placement_by_type.png
The bar under the picture is 20 um long. Fill, decap, tap and diode cells in grey.
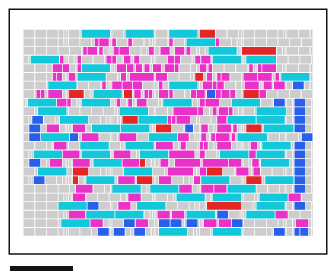
logic_types.png
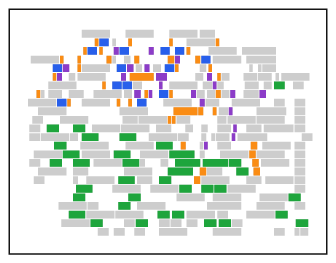
layer_met2.png
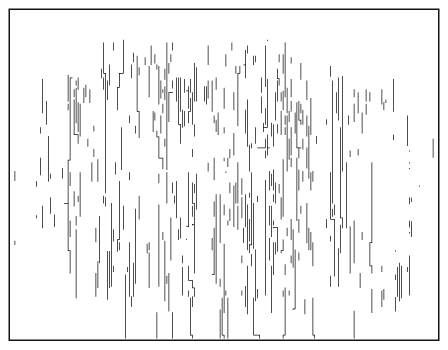
sizes.png
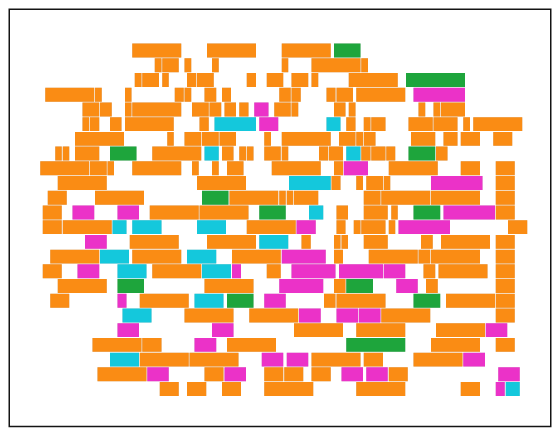
[src/rtl/seg7_pkg.sv]
// Shared types and width helpers for the 7-segment scan blocks.
//   state_t      : scan FSM state (idle / blank dead-time / drive)
//   NDIG_DEFAULT : default number of digits
//   cnt_w()      : bit width needed for a counter of n states (minimum 1)
package seg7_pkg;

  localparam int NDIG_DEFAULT = 4;

  typedef enum logic [1:0] {
    ST_IDLE  = 2'd0,
    ST_BLANK = 2'd1,
    ST_DRIVE = 2'd2
  } state_t;

  function automatic int cnt_w(input int n);
    return (n < 2) ? 1 : $clog2(n);
  endfunction

endpackage

[src/rtl/seg7_lz_mask.sv]
// Leading-zero mask for a packed multi-digit hex value.
//   value    in  4*NDIG  nibble k = digit k (digit 0 = rightmost)
//   suppress out NDIG    bit k set when digits k..NDIG-1 are all zero
// Bit 0 therefore means "whole value is zero"; callers that must keep the
// units digit visible ignore bit 0.
module seg7_lz_mask import seg7_pkg::*; #(
  parameter int NDIG = NDIG_DEFAULT
) (
  input  logic [4*NDIG-1:0] value,
  output logic [NDIG-1:0]   suppress
);

  // upper_zero[k]: every nibble from k up to the top is zero.
  logic [NDIG:0] upper_zero;

  assign upper_zero[NDIG] = 1'b1;

  for (genvar gi = 0; gi < NDIG; gi++) begin : g_chain
    assign upper_zero[gi] = upper_zero[gi+1] && (value[4*gi +: 4] == 4'h0);
  end

  assign suppress = upper_zero[NDIG-1:0];

endmodule

[src/rtl/seg7_scan_mux.sv]
// Time-multiplexes an NDIG-digit hex value onto one shared 7-segment bus.
//   clk        in   system clock, rising edge
//   rst_n      in   asynchronous active-low reset
//   en         in   scan enable; 0 = display dark
//   load       in   capture value into the pending buffer this cycle
//   value      in   4*NDIG packed digits, nibble k = digit k
//   lz_en      in   leading-zero suppression enable
//   digit_code out  registered nibble for the downstream segment decoder
//   an_n       out  registered active-low common-anode enables
//   digit_idx  out  slot currently being scanned
//   frame_done out  1-cycle pulse after the last slot of a frame ends
// Each slot is DWELL clocks: BLANK dead clocks with all anodes off (the code
// settles here), then the anode of the slot is driven. New values are staged
// in a pending buffer and copied to the active buffer only at frame ends.
module seg7_scan_mux import seg7_pkg::*; #(
  parameter int NDIG  = NDIG_DEFAULT,
  parameter int DWELL = 50000,
  parameter int BLANK = 16
) (
  input  logic                     clk,
  input  logic                     rst_n,
  input  logic                     en,
  input  logic                     load,
  input  logic [4*NDIG-1:0]        value,
  input  logic                     lz_en,
  output logic [3:0]               digit_code,
  output logic [NDIG-1:0]          an_n,
  output logic [$clog2(NDIG)-1:0]  digit_idx,
  output logic                     frame_done
);

  localparam int TW = cnt_w(DWELL);
  localparam int IW = cnt_w(NDIG);
  localparam logic [TW-1:0] TICK_LAST  = TW'(DWELL - 1);
  localparam logic [TW-1:0] BLANK_LAST = TW'(BLANK - 1);
  localparam logic [IW-1:0] IDX_LAST   = IW'(NDIG - 1);

  state_t            state_reg;
  logic [TW-1:0]     tick_reg;
  logic [IW-1:0]     idx_reg;
  logic [4*NDIG-1:0] pending_reg;
  logic [4*NDIG-1:0] active_reg;
  logic              pend_vld_reg;
  logic [3:0]        digit_code_reg;
  logic [NDIG-1:0]   an_n_reg;
  logic              frame_done_reg;

  logic [3:0]        nib [NDIG];
  logic [NDIG-1:0]   zero_mask;
  logic [NDIG-1:0]   an_n_next;
  logic [3:0]        digit_code_next;
  logic              slot_blank;
  logic              boundary;

  seg7_lz_mask #(.NDIG(NDIG)) u_lz_mask (
    .value    (active_reg),
    .suppress (zero_mask)
  );

  for (genvar gi = 0; gi < NDIG; gi++) begin : g_nib
    assign nib[gi] = active_reg[4*gi +: 4];
  end

  // Last DRIVE cycle of the last slot. Gated by en so a frame that is cut
  // short by en=0 neither swaps buffers nor reports completion.
  assign boundary = en && (state_reg == ST_DRIVE) && (tick_reg == TICK_LAST)
                    && (idx_reg == IDX_LAST);

  // Digit 0 is never suppressed, so the value 0 still shows a single "0".
  assign slot_blank = lz_en && (idx_reg != '0) && zero_mask[idx_reg];

  // en=0 darkens the anodes on the very next clock rather than one later.
  for (genvar gi = 0; gi < NDIG; gi++) begin : g_an
    assign an_n_next[gi] = !(en && (state_reg == ST_DRIVE)
                             && (idx_reg == IW'(gi)) && !slot_blank);
  end

  assign digit_code_next = (en && (state_reg != ST_IDLE)) ? nib[idx_reg] : 4'h0;

  // Scan FSM plus the registered outputs derived from it.
  always_ff @(posedge clk or negedge rst_n) begin
    if (!rst_n) begin
      state_reg      <= ST_IDLE;
      tick_reg       <= '0;
      idx_reg        <= '0;
      an_n_reg       <= '1;
      digit_code_reg <= 4'h0;
      frame_done_reg <= 1'b0;
    end else begin
      an_n_reg       <= an_n_next;
      digit_code_reg <= digit_code_next;
      frame_done_reg <= boundary;
      if (!en) begin
        state_reg <= ST_IDLE;
        tick_reg  <= '0;
        idx_reg   <= '0;
      end else begin
        case (state_reg)
          ST_IDLE: begin
            state_reg <= ST_BLANK;
            tick_reg  <= '0;
            idx_reg   <= '0;
          end
          ST_BLANK: begin
            tick_reg <= tick_reg + TW'(1);
            if (tick_reg == BLANK_LAST) state_reg <= ST_DRIVE;
          end
          ST_DRIVE: begin
            if (tick_reg == TICK_LAST) begin
              state_reg <= ST_BLANK;
              tick_reg  <= '0;
              idx_reg   <= (idx_reg == IDX_LAST) ? '0 : idx_reg + IW'(1);
            end else begin
              tick_reg <= tick_reg + TW'(1);
            end
          end
          default: begin
            state_reg <= ST_IDLE;
            tick_reg  <= '0;
            idx_reg   <= '0;
          end
        endcase
      end
    end
  end

  // Double buffer: a load on the boundary cycle itself goes straight to the
  // active buffer, otherwise the newest pending value is promoted.
  always_ff @(posedge clk or negedge rst_n) begin
    if (!rst_n) begin
      pending_reg  <= '0;
      active_reg   <= '0;
      pend_vld_reg <= 1'b0;
    end else begin
      if (load) pending_reg <= value;
      if (boundary) begin
        if (load)              active_reg <= value;
        else if (pend_vld_reg) active_reg <= pending_reg;
        pend_vld_reg <= 1'b0;
      end else if (load) begin
        pend_vld_reg <= 1'b1;
      end
    end
  end

  assign digit_code = digit_code_reg;
  assign an_n       = an_n_reg;
  assign digit_idx  = idx_reg;
  assign frame_done = frame_done_reg;

endmodule

[config.mk]
export PLATFORM = sky130hd
export DESIGN_NAME = seg7_scan_mux
export DESIGN_NICKNAME = d
export VERILOG_FILES = /design/src/rtl/seg7_pkg.sv /design/src/rtl/seg7_lz_mask.sv /design/src/rtl/seg7_scan_mux.sv
export SDC_FILE = /design/constraint.sdc
export NUM_CORES = 1
export LEC_CHECK = 0
export CAP_MARGIN = 10
export CORE_ASPECT_RATIO = 0.75
export CORE_MARGIN = 4
export CORE_UTILIZATION = 45
export DETAILED_ROUTE_END_ITERATION = 16
export PLACE_DENSITY_LB_ADDON = 0.2
export SETUP_SLACK_MARGIN = 0.05
export SLEW_MARGIN = 0
export SYNTH_ARGS = -nofsm -noshare
export SYNTH_HDL_FRONTEND = slang
export SYNTH_SLANG_ARGS = --single-unit
[constraint.sdc]
create_clock -name clk -period 2.8 [get_ports clk]
set_input_delay 0.56 -clock clk [delete_from_list [all_inputs] [get_ports clk]]
set_output_delay 0.56 -clock clk [all_outputs]
set_load 0.01 [all_outputs]
==> flow_summary_export.csv <==
group,metric,value,unit
worst_setup_path,arrival,2.40,ns
finish,logic_area,0.00120,mm^2
die,fp-utilization,47.6,%
finish,buf_share,9.74,%
yosys,xor_share,4.31,%
finish,flops,62,
clock_tree,cts.sinks,62,
die,core,0.00598,mm^2
power,combPwrFrac,6.0,%
drt,vias,1714,
worst_setup_path,cp.required,3.03,ns
finish,final_cells,340,
power,pg_seq,931,uW
drt,route.detailed.drc,0,
clock_tree,holdBufCountCts,0,
worst_setup_path,r2r_cells,6,
worst_setup_path,crit_cells,6,
worst_setup_path,endpoint,"active_reg[2]",
worst_setup_path,path_class,"flip-flop to flip-flop",
yosys,syn-cell-area,0.00285,mm^2
global_route,grt_pass1_wl,8.67,mm
yosys,avgSynthCellArea,12.9,um^2
power,p_clk_share,45.4,%
status,outcome,"finished, final reports clean",
yosys,yosys_warnings,0,
worst_setup_path,reg2reg_slack,0.62,ns
final_timing,finalSetupTns,0,ns
worst_setup_path,slowest_delay,0.39,ns
yosys,async_flop_share,100,%
global_route,grt_use_met1,22.0,%
die,taps,78,
power,power.switching,413,uW
yosys,yosysChipArea,0.00285,mm^2
yosys,ys_sh_aoi,3.21,%
flow_run,warnings,32,
drt,top_layer_used,"met4",
global_route,antenna_found_initial,0,
finish,clkCellAreaFrac,6.47,%
power,maxPowerGroup,"registers",
global_route,grt_use_met2,19.1,%
finish,sh_seq_area,45.2,%
finish,comb.multi_input.count,141,
die,die_width,99.8,um
finish,antenna_cells,0,
placed_design,gp_congestion,0.779,
placed_design,placed_area,0.00322,mm^2
min_path,min_path_type,"input pin to async pin",
global_route,grtUsageTotal,14.8,%
finish,layout_top_cell,"dfrtp_1",
global_route,busiest_layer,"met1",
global_route,globalRouteMet3Util,6.71,%
global_route,grt_max_degree,63,
yosys,mux_share,17.5,%
placed_design,numPortBuffers,31,
global_route,grt_pass1_vias,1731,
final_timing,worst_slack,0.622,ns
finish,fin_nets,287,
yosys,top_logic_kind,"multiplexers",
drt,wirelength,4.98,mm
finish,clkbuf_count,10,
worst_setup_path,cp-start-kind,"flip-flop",
final_timing,rsz0062_at_grt,"false",
Back to the opening pictures, placement_by_type.png:
[cyan] sequential cells | cells: 62 | share of their area: 47%
[red] clock drivers and dummy loads | cells: 16 | share of their area: 6.7%
[blue] remaining buffers and delay cells | cells: 35 | share of their area: 10%
[magenta] combinational and other logic | cells: 149 | share of their area: 37%

Back to the opening pictures, logic_types.png:
[purple] nand cells | cells: 22 | most used: nand3_1
[blue] xor and xnor cells | cells: 14 | most used: xor2_1
[green] mux cells | cells: 37 | most used: mux2_2
[orange] nor cells | cells: 39 | most used: nor2_1

Back to the opening pictures, layer_met2.png:
longest straight run: 29.6 um
main direction: vertical
nets with wire on the layer: 232

Back to the opening pictures, sizes.png:
[green] _6 and larger | cells: 12
[cyan] _3 and _4 cells | cells: 18
[orange] _0 and _1 cells | cells: 195
[magenta] _2 cells | cells: 37
Signal buffers: 35
Area Growth Syn to Fin: 21.0%

Power figures rest on the tool's default switching activity, not on a simulated workload.
